## src/rtl/fdiv_iter_pkg.sv

```systemverilog
// -----------------------------------------------------------------------------
// fdiv_iter_pkg
// Shared FPU definitions for the iterative divider. The multiplier can reuse
// them as well.
//   - IEEE-754 single field widths and bias
//   - fixed encodings (all-ones exponent, canonical quiet NaN)
//   - divider datapath widths
//   - FSM state type for fdiv_iter
//   - helper that returns the effective (denormal-aware) exponent after
//     mantissa normalisation
// No ports (package).
// -----------------------------------------------------------------------------
package fdiv_iter_pkg;

    localparam int EXP_W = 8;
    localparam int MAN_W = 23;
    localparam int BIAS  = 127;
    localparam int SIG_W = MAN_W + 1;    // significand including the implicit bit

    localparam logic [EXP_W-1:0] EXP_MAX = 8'hFF;
    localparam logic [31:0]      QNAN    = 32'h7FC0_0000;

    // Divider datapath widths
    localparam int Q_W   = 26;           // quotient bits: 1 integer + 25 fraction
    localparam int REM_W = 25;           // partial remainder
    localparam int LZ_W  = 5;            // leading-zero count of a 24-bit significand
    localparam int E_W   = 10;           // signed working exponent

    localparam logic signed [E_W-1:0] BIAS_E = 10'(BIAS);

    typedef enum logic [2:0] {
        IDLE,
        NORM_IN,
        DIV,
        NORM_OUT,
        DONE
    } fdiv_state_t;

    // Exponent field -> effective exponent minus the normalisation shift.
    // A zero field means the operand is denormal. Its effective exponent is 1.
    function automatic logic signed [E_W-1:0] eff_exp(input logic [EXP_W-1:0] e_fld,
                                                      input logic [LZ_W-1:0]  lz);
        logic [EXP_W-1:0] e_a;
        e_a = (e_fld == '0) ? 8'd1 : e_fld;
        return $signed({2'b00, e_a}) - $signed({5'b00000, lz});
    endfunction

endpackage

```

## src/rtl/fpu_lzc24.sv

```systemverilog
// -----------------------------------------------------------------------------
// fpu_lzc24
// 24-bit leading-zero counter used to left-normalise significands.
// An all-zero input returns 24.
// Ports:
//   i_val  in  24  value to scan, starting at the MSB
//   o_cnt  out  5  number of leading zeros, from 0 to 24
// -----------------------------------------------------------------------------
module fpu_lzc24 (
    input  logic [23:0] i_val,
    output logic [4:0]  o_cnt
);

    always_comb begin
        // NOTE: o_cnt is given its value before the loop. Every path assigns it,
        //       so no latch is inferred.
        o_cnt = 5'd24;
        // The scan runs from the LSB upward, so the highest set bit is the last write.
        for (int i = 0; i < 24; i++) begin
            if (i_val[i]) begin
                o_cnt = 5'(23 - i);
            end
        end
    end

endmodule

```

## src/rtl/fdiv_iter.sv

```systemverilog
// -----------------------------------------------------------------------------
// fdiv_iter
// Iterative IEEE-754 single-precision divider computing y = x1 / x2.
//   - The quotient comes from a restoring divider that retires BITS_PER_CYCLE
//     bits per cycle.
//   - The result is then normalised, with gradual underflow to denormals and
//     overflow to infinity.
//   - It is held until the consumer accepts it.
//   - Exponent 255 on input gets no special handling.
// Compile-time option:
//   FDIV_ROUND_EN defined   -> round to nearest even, applied after the
//                              underflow shift
//   FDIV_ROUND_EN undefined -> truncate
// Parameter:
//   BITS_PER_CYCLE  quotient bits per DIV cycle; legal values are 1 and 2
// Ports:
//   clk        in   1   rising-edge clock
//   rst        in   1   synchronous active-high reset
//   in_valid   in   1   operand pair valid
//   in_ready   out  1   divider idle and able to accept operands
//   x1         in  32   dividend
//   x2         in  32   divisor
//   out_valid  out  1   result valid; held until out_ready
//   out_ready  in   1   consumer accepts the result
//   y          out 32   quotient
//   ovf        out  1   exponent overflowed; y is signed infinity
//   dz         out  1   divisor was zero
// -----------------------------------------------------------------------------
module fdiv_iter
    import fdiv_iter_pkg::*;
#(
    parameter int BITS_PER_CYCLE = 1
) (
    input  logic        clk,
    input  logic        rst,
    input  logic        in_valid,
    output logic        in_ready,
    input  logic [31:0] x1,
    input  logic [31:0] x2,
    output logic        out_valid,
    input  logic        out_ready,
    output logic [31:0] y,
    output logic        ovf,
    output logic        dz
);

    localparam int               DIV_CYCLES = (Q_W + BITS_PER_CYCLE - 1) / BITS_PER_CYCLE;
    localparam logic [LZ_W-1:0]  CNT_LAST   = LZ_W'(DIV_CYCLES - 1);

    // ---------------------------------------------------------------- state
    fdiv_state_t r_state, w_next;

    logic [30:0]           r_x1, r_x2;      // magnitudes only; the sign lives in r_ss
    logic                  r_ss;
    logic [REM_W-1:0]      r_rem;
    logic [SIG_W-1:0]      r_div;
    logic [Q_W-1:0]        r_q;
    logic signed [E_W-1:0] r_exp;
    logic [LZ_W-1:0]       r_cnt;
    logic                  r_special;       // result was settled in NORM_IN
    logic [31:0]           r_y;
    logic                  r_ovf, r_dz;

    // ------------------------------------------------------------- NORM_IN
    logic [SIG_W-1:0]      w_m1, w_m2, w_m1n, w_m2n;
    logic [LZ_W-1:0]       w_lz1, w_lz2;
    logic signed [E_W-1:0] w_exp_in;
    logic                  w_x1_zero, w_x2_zero, w_special;
    logic [31:0]           w_sp_y;

    assign w_m1 = {r_x1[30:23] != '0, r_x1[22:0]};
    assign w_m2 = {r_x2[30:23] != '0, r_x2[22:0]};

    fpu_lzc24 u_lzc1 (.i_val(w_m1), .o_cnt(w_lz1));
    fpu_lzc24 u_lzc2 (.i_val(w_m2), .o_cnt(w_lz2));

    assign w_m1n    = w_m1 << w_lz1;
    assign w_m2n    = w_m2 << w_lz2;
    assign w_exp_in = eff_exp(r_x1[30:23], w_lz1) - eff_exp(r_x2[30:23], w_lz2) + BIAS_E;

    assign w_x1_zero = (r_x1 == '0);
    assign w_x2_zero = (r_x2 == '0);
    assign w_special = w_x1_zero | w_x2_zero;

    always_comb begin
        w_sp_y = {r_ss, 31'b0};
        if (w_x2_zero) begin
            w_sp_y = w_x1_zero ? QNAN : {r_ss, EXP_MAX, 23'h0};
        end
    end

    // ----------------------------------------------------------------- DIV
    // One restoring step per retired bit:
    //   - compare, conditionally subtract, then shift.
    //   - After a subtraction the remainder is below the divisor (< 2^24), so
    //     the shift always fits in 25 bits.
    logic [REM_W-1:0]          w_rem_nxt;
    logic [BITS_PER_CYCLE-1:0] w_qbits;

    always_comb begin
        w_rem_nxt = r_rem;
        w_qbits   = '0;
        for (int i = BITS_PER_CYCLE - 1; i >= 0; i--) begin
            if (w_rem_nxt >= {1'b0, r_div}) begin
                w_qbits[i] = 1'b1;
                w_rem_nxt  = w_rem_nxt - {1'b0, r_div};
            end
            w_rem_nxt = w_rem_nxt << 1;
        end
    end

    // ------------------------------------------------------------ NORM_OUT
    // The quotient lies in (0.5, 2). The MSB of w_qn is the implicit 1 and is dropped.
    logic [Q_W-2:0]        w_qn;
    logic signed [E_W-1:0] w_e, w_sh;
    logic [MAN_W-1:0]      w_mant0, w_mant;
    logic                  w_g0, w_st0, w_g, w_st;
    logic [SIG_W:0]        w_field, w_shf;
    logic                  w_lost;
    logic [EXP_W-1:0]      w_exp_f;
    logic                  w_inf, w_zero;
    logic [30:0]           w_mag, w_mag_r;
    logic [31:0]           w_res_y;
    logic                  w_res_ovf;

    assign w_qn    = r_q[Q_W-1] ? r_q[Q_W-2:0] : {r_q[Q_W-3:0], 1'b0};
    assign w_e     = r_q[Q_W-1] ? r_exp : r_exp - 10'sd1;
    assign w_mant0 = w_qn[Q_W-2:2];
    assign w_g0    = w_qn[1];
    assign w_st0   = w_qn[0] | (|r_rem);

    // Denormalising shift of {1, mantissa, guard}. Bits that drop below guard fold into sticky.
    assign w_sh    = 10'sd1 - w_e;
    assign w_field = {1'b1, w_mant0, w_g0};
    assign w_shf   = w_field >> w_sh[4:0];
    assign w_lost  = |(w_field & ~({(SIG_W+1){1'b1}} << w_sh[4:0]));

    always_comb begin
        w_exp_f = w_e[EXP_W-1:0];
        w_mant  = w_mant0;
        w_g     = w_g0;
        w_st    = w_st0;
        w_inf   = 1'b0;
        w_zero  = 1'b0;
        if (w_e >= 10'sd255) begin
            w_inf = 1'b1;
        end else if (w_e <= 10'sd0) begin
            if (w_sh > 10'sd24) begin
                w_zero = 1'b1;
            end else begin
                w_exp_f = '0;
                w_mant  = w_shf[SIG_W-1:1];
                w_g     = w_shf[0];
                w_st    = w_st0 | w_lost;
            end
        end
    end

    assign w_mag = {w_exp_f, w_mant};

`ifdef FDIV_ROUND_EN
    // The carry out of the mantissa runs straight into the exponent field.
    // This promotes a denormal to normal, or a maximal normal to infinity.
    logic w_rnd;
    logic w_unused_rnd;
    assign w_rnd        = w_g & (w_st | w_mant[0]);
    assign w_mag_r      = w_mag + {30'b0, w_rnd};
    assign w_unused_rnd = w_shf[SIG_W];
`else
    logic w_unused_rnd;
    assign w_mag_r      = w_mag;
    assign w_unused_rnd = w_g ^ w_st ^ w_shf[SIG_W];
`endif

    always_comb begin
        w_res_y   = {r_ss, w_mag_r};
        w_res_ovf = (w_mag_r[30:23] == EXP_MAX);
        if (w_inf) begin
            w_res_y   = {r_ss, EXP_MAX, 23'h0};
            w_res_ovf = 1'b1;
        end else if (w_zero) begin
            w_res_y   = {r_ss, 31'b0};
            w_res_ovf = 1'b0;
        end
    end

    // ----------------------------------------------------------------- FSM
    always_ff @(posedge clk) begin
        // NOTE: every sequential block uses non-blocking (<=) assignments.
        //       Each flop then samples pre-edge values. The always_comb
        //       blocks use blocking (=).
        if (rst) begin
            r_state <= IDLE;
        end else begin
            r_state <= w_next;
        end
    end

    // Special results bypass DIV but still pass through NORM_OUT.
    // That keeps the zero and divide-by-zero latency at two cycles.
    always_comb begin
        w_next    = r_state;
        in_ready  = 1'b0;
        out_valid = 1'b0;
        case (r_state)
            IDLE: begin
                in_ready = 1'b1;
                if (in_valid) w_next = NORM_IN;
            end
            NORM_IN:  w_next = w_special ? NORM_OUT : DIV;
            DIV:      if (r_cnt == '0) w_next = NORM_OUT;
            NORM_OUT: w_next = DONE;
            DONE: begin
                out_valid = 1'b1;
                if (out_ready) w_next = IDLE;
            end
            default:  w_next = IDLE;
        endcase
    end

    // ------------------------------------------------------------ datapath
    // NOTE: these registers have no reset. Each one is written before it is
    //       read in every operation. Only the FSM state and the visible
    //       outputs need a defined reset value.
    always_ff @(posedge clk) begin
        case (r_state)
            IDLE: begin
                if (in_valid) begin
                    r_x1 <= x1[30:0];
                    r_x2 <= x2[30:0];
                    r_ss <= x1[31] ^ x2[31];
                end
            end
            NORM_IN: begin
                r_rem     <= {1'b0, w_m1n};
                r_div     <= w_m2n;
                r_exp     <= w_exp_in;
                r_q       <= '0;
                r_cnt     <= CNT_LAST;
                r_special <= w_special;
            end
            DIV: begin
                r_rem <= w_rem_nxt;
                r_q   <= {r_q[Q_W-1-BITS_PER_CYCLE:0], w_qbits};
                r_cnt <= r_cnt - 1'b1;
            end
            default: ;
        endcase
    end

    always_ff @(posedge clk) begin
        if (rst) begin
            r_y   <= '0;
            r_ovf <= 1'b0;
            r_dz  <= 1'b0;
        end else if (r_state == NORM_IN && w_special) begin
            r_y   <= w_sp_y;
            r_ovf <= 1'b0;
            r_dz  <= w_x2_zero;
        end else if (r_state == NORM_OUT && !r_special) begin
            r_y   <= w_res_y;
            r_ovf <= w_res_ovf;
            r_dz  <= 1'b0;
        end
    end

    assign y   = r_y;
    assign ovf = r_ovf;
    assign dz  = r_dz;

endmodule
```

## config.mk

```make
export PLATFORM = sky130hd
export DESIGN_NAME = fdiv_iter
export DESIGN_NICKNAME = d
export VERILOG_FILES = /design/src/rtl/fdiv_iter_pkg.sv /design/src/rtl/fpu_lzc24.sv /design/src/rtl/fdiv_iter.sv
export SDC_FILE = /design/constraint.sdc
export NUM_CORES = 1
export LEC_CHECK = 0
export CAP_MARGIN = 20
export CORE_ASPECT_RATIO = 1.75
export CORE_UTILIZATION = 62
export CTS_BUF_LIST = sky130_fd_sc_hd__clkbuf_8
export CTS_CLUSTER_DIAMETER = 60
export DETAILED_ROUTE_END_ITERATION = 12
export GPL_ROUTABILITY_DRIVEN = 0
export GPL_TIMING_DRIVEN = 0
export HOLD_SLACK_MARGIN = 0.03
export MAX_ROUTING_LAYER = met4
export PLACE_DENSITY = 0.83
export SLEW_MARGIN = 5
export SYNTH_ARGS = -nofsm -noshare
export SYNTH_HDL_FRONTEND = slang
export SYNTH_SLANG_ARGS = --single-unit
```

## constraint.sdc

```tcl
create_clock -name clk -period 5.35 [get_ports clk]
set_clock_uncertainty 0.15 [all_clocks]
set_input_delay 1.07 -clock clk [delete_from_list [all_inputs] [get_ports clk]]
set_output_delay 1.07 -clock clk [all_outputs]
set_load 0.05 [all_outputs]
```

**The metal 2 layer**

(3 px per um)
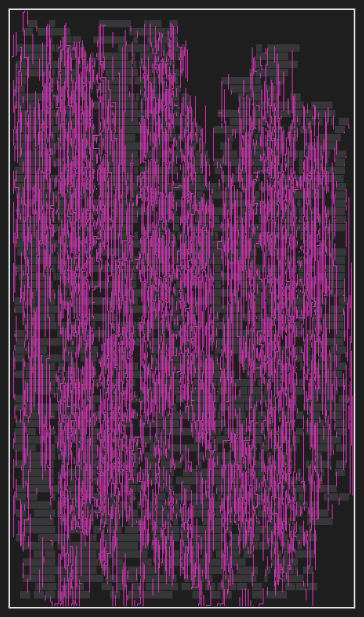
longest straight run = 64.8 um
wire length on this layer = 20.5 mm
share of all routed wire = 53%
nets with wire on the layer = 1503
main direction = vertical

**Routed metal per tile**

(2 px per um) 23 x 40 tiles, from dark blue (low) to red (high), scaled to the fullest tile. Values are wire area over tile area, all layers added.
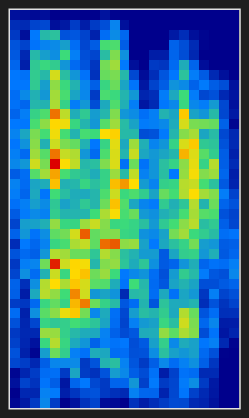
tiles over half the peak = 20%
nearly empty tiles = 8.3%
emptiest ninth of the die = top right
fullest tile = 0.92
mean over tiles = 0.29
densest ninth of the die = middle
detailed-route wire length: 38.86 mm
Routed wire per std cell: 20.44 um
routed vias: 12240
Tot GR Track Use: 36.27%

**Track usage over the die**

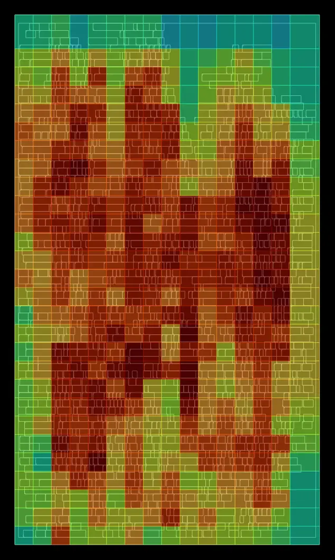
met1 Usage GRT: 32.10%
met2 Track Usage GR: 65.79%
met3 Usage GRT: 6.917%
most crowded layer after global routing: met2
Final Core Density: 72.89%

==> job_summary.md <==
### Flow metrics

| Metric | Value |
|---|---|
| Xor/xnor share | 3.431% |
| Mapped cell area | 0.01375 mm^2 |
| Share of the clock period used by the worst path | 94.93% |
| Syn Nets | 1592 |
| Chip area estimate from yosys synthesis | 0.01375 mm^2 |
| Clock network latency to the later pin of the worst-skew pair | 500 ps |
| Buffers & Inverters on Critical Path | 4 |
| Post-route cell area | 0.01574 mm^2 |
| Wire length of the first global-routing pass | 60.73 mm |
| Cell type taking the most area | combinational gates |
| Non-clock buffer share of cell area | 10.09% |
| # Taps | 292 |
| Worst vdd ir | 0.2607 mV |
| Clock transition at the registers of the reported paths | 100 ps |
| Cells along the critical path | nor2_1, nand3_1, or3_1, o21ai_0, buf_2, clkbuf_4, ha_1, inv_1, ha_1, nor2_1, o31ai_1, xnor2_1, ha_1, ha_1, inv_1, o21ai_1, a21oi_1, o21bai_1, a21o_1, a21oi_1, xor2_1 |
| Largest net degree at the start of global routing | 46 |
| Required time at the endpoint of the critical path | 5430 ps |
| Run status | finished, final reports clean |
| Critical-path maximum fanout | 10 |
| Synthesized area divided by synthesized cell count | 9.347 um^2 |
| Clock sinks | 191 |
| Path type of the worst min-delay path | reg -> reg |
| Worst Max-Slew Pin Slew | 1063 ps |
| DPL Wire Length | 29.91 mm |
| Max power group | registers |
| Number of enable flip-flop cells | 154 |
| Syn Inst Count | 1471 |
| Buffer levels on the longest clock path | 2 |
| Max stage delay on crit path | 430 ps |
| Final Max-Slew Violation Tally | 0 |
| Number of antenna violations at the first check in global routing | 0 |
| Highest routed layer | met4 |
| Most frequent cell on the critical path | sky130_fd_sc_hd__ha_1 |
| Clock group share of total power | 24.8% |
| Leading cell type in the layout, fill and taps excluded | sky130_fd_sc_hd__nor2_1 |
| Critical Path Source Type | flop |
| Switching Power | 1.563 mW |
| Largest area contributor in the netlist | sky130_fd_sc_hd__edfxtp_1 |
| Power of the sequential group | 1.88 mW |
| Destination of the critical timing path | r_exp[9] |
| P_comb | 1.44 mW |
| Total placed cells including tap cells | 1868 |
| HP Start | y[4] |
| Count of state elements after synthesis | 191 |
| Flip-flops | 191 |
| Number of fill cells | 1608 |
| Multi-input logic area | 0.007724 mm^2 |
**The metal 3 layer**

(3 px per um)
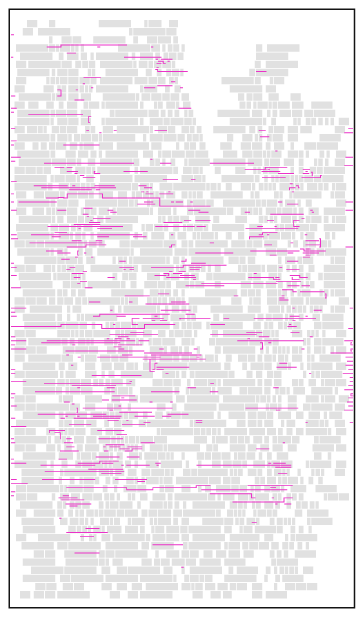
nets with wire on the layer = 286
share of all routed wire = 5.9%
longest straight run = 36.8 um
wire length on this layer = 2290 um
main direction = horizontal

**Ports around the boundary**

(3 px per um) Pins as bars across the die edge, other pins in grey.
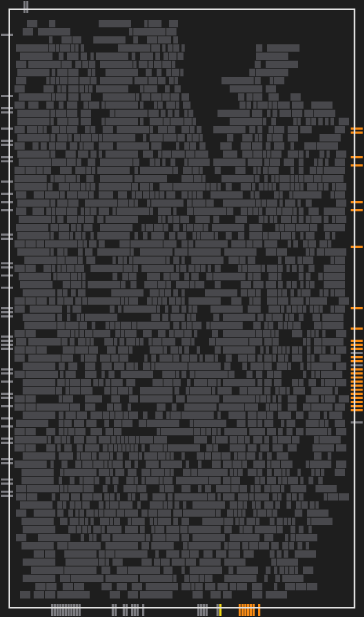
out_valid -> yellow  # pins 1, direction output, edge bottom
y -> orange  # pins 32, direction output, edge 25 right, 7 bottom

Power and IR drop assume default switching activity.
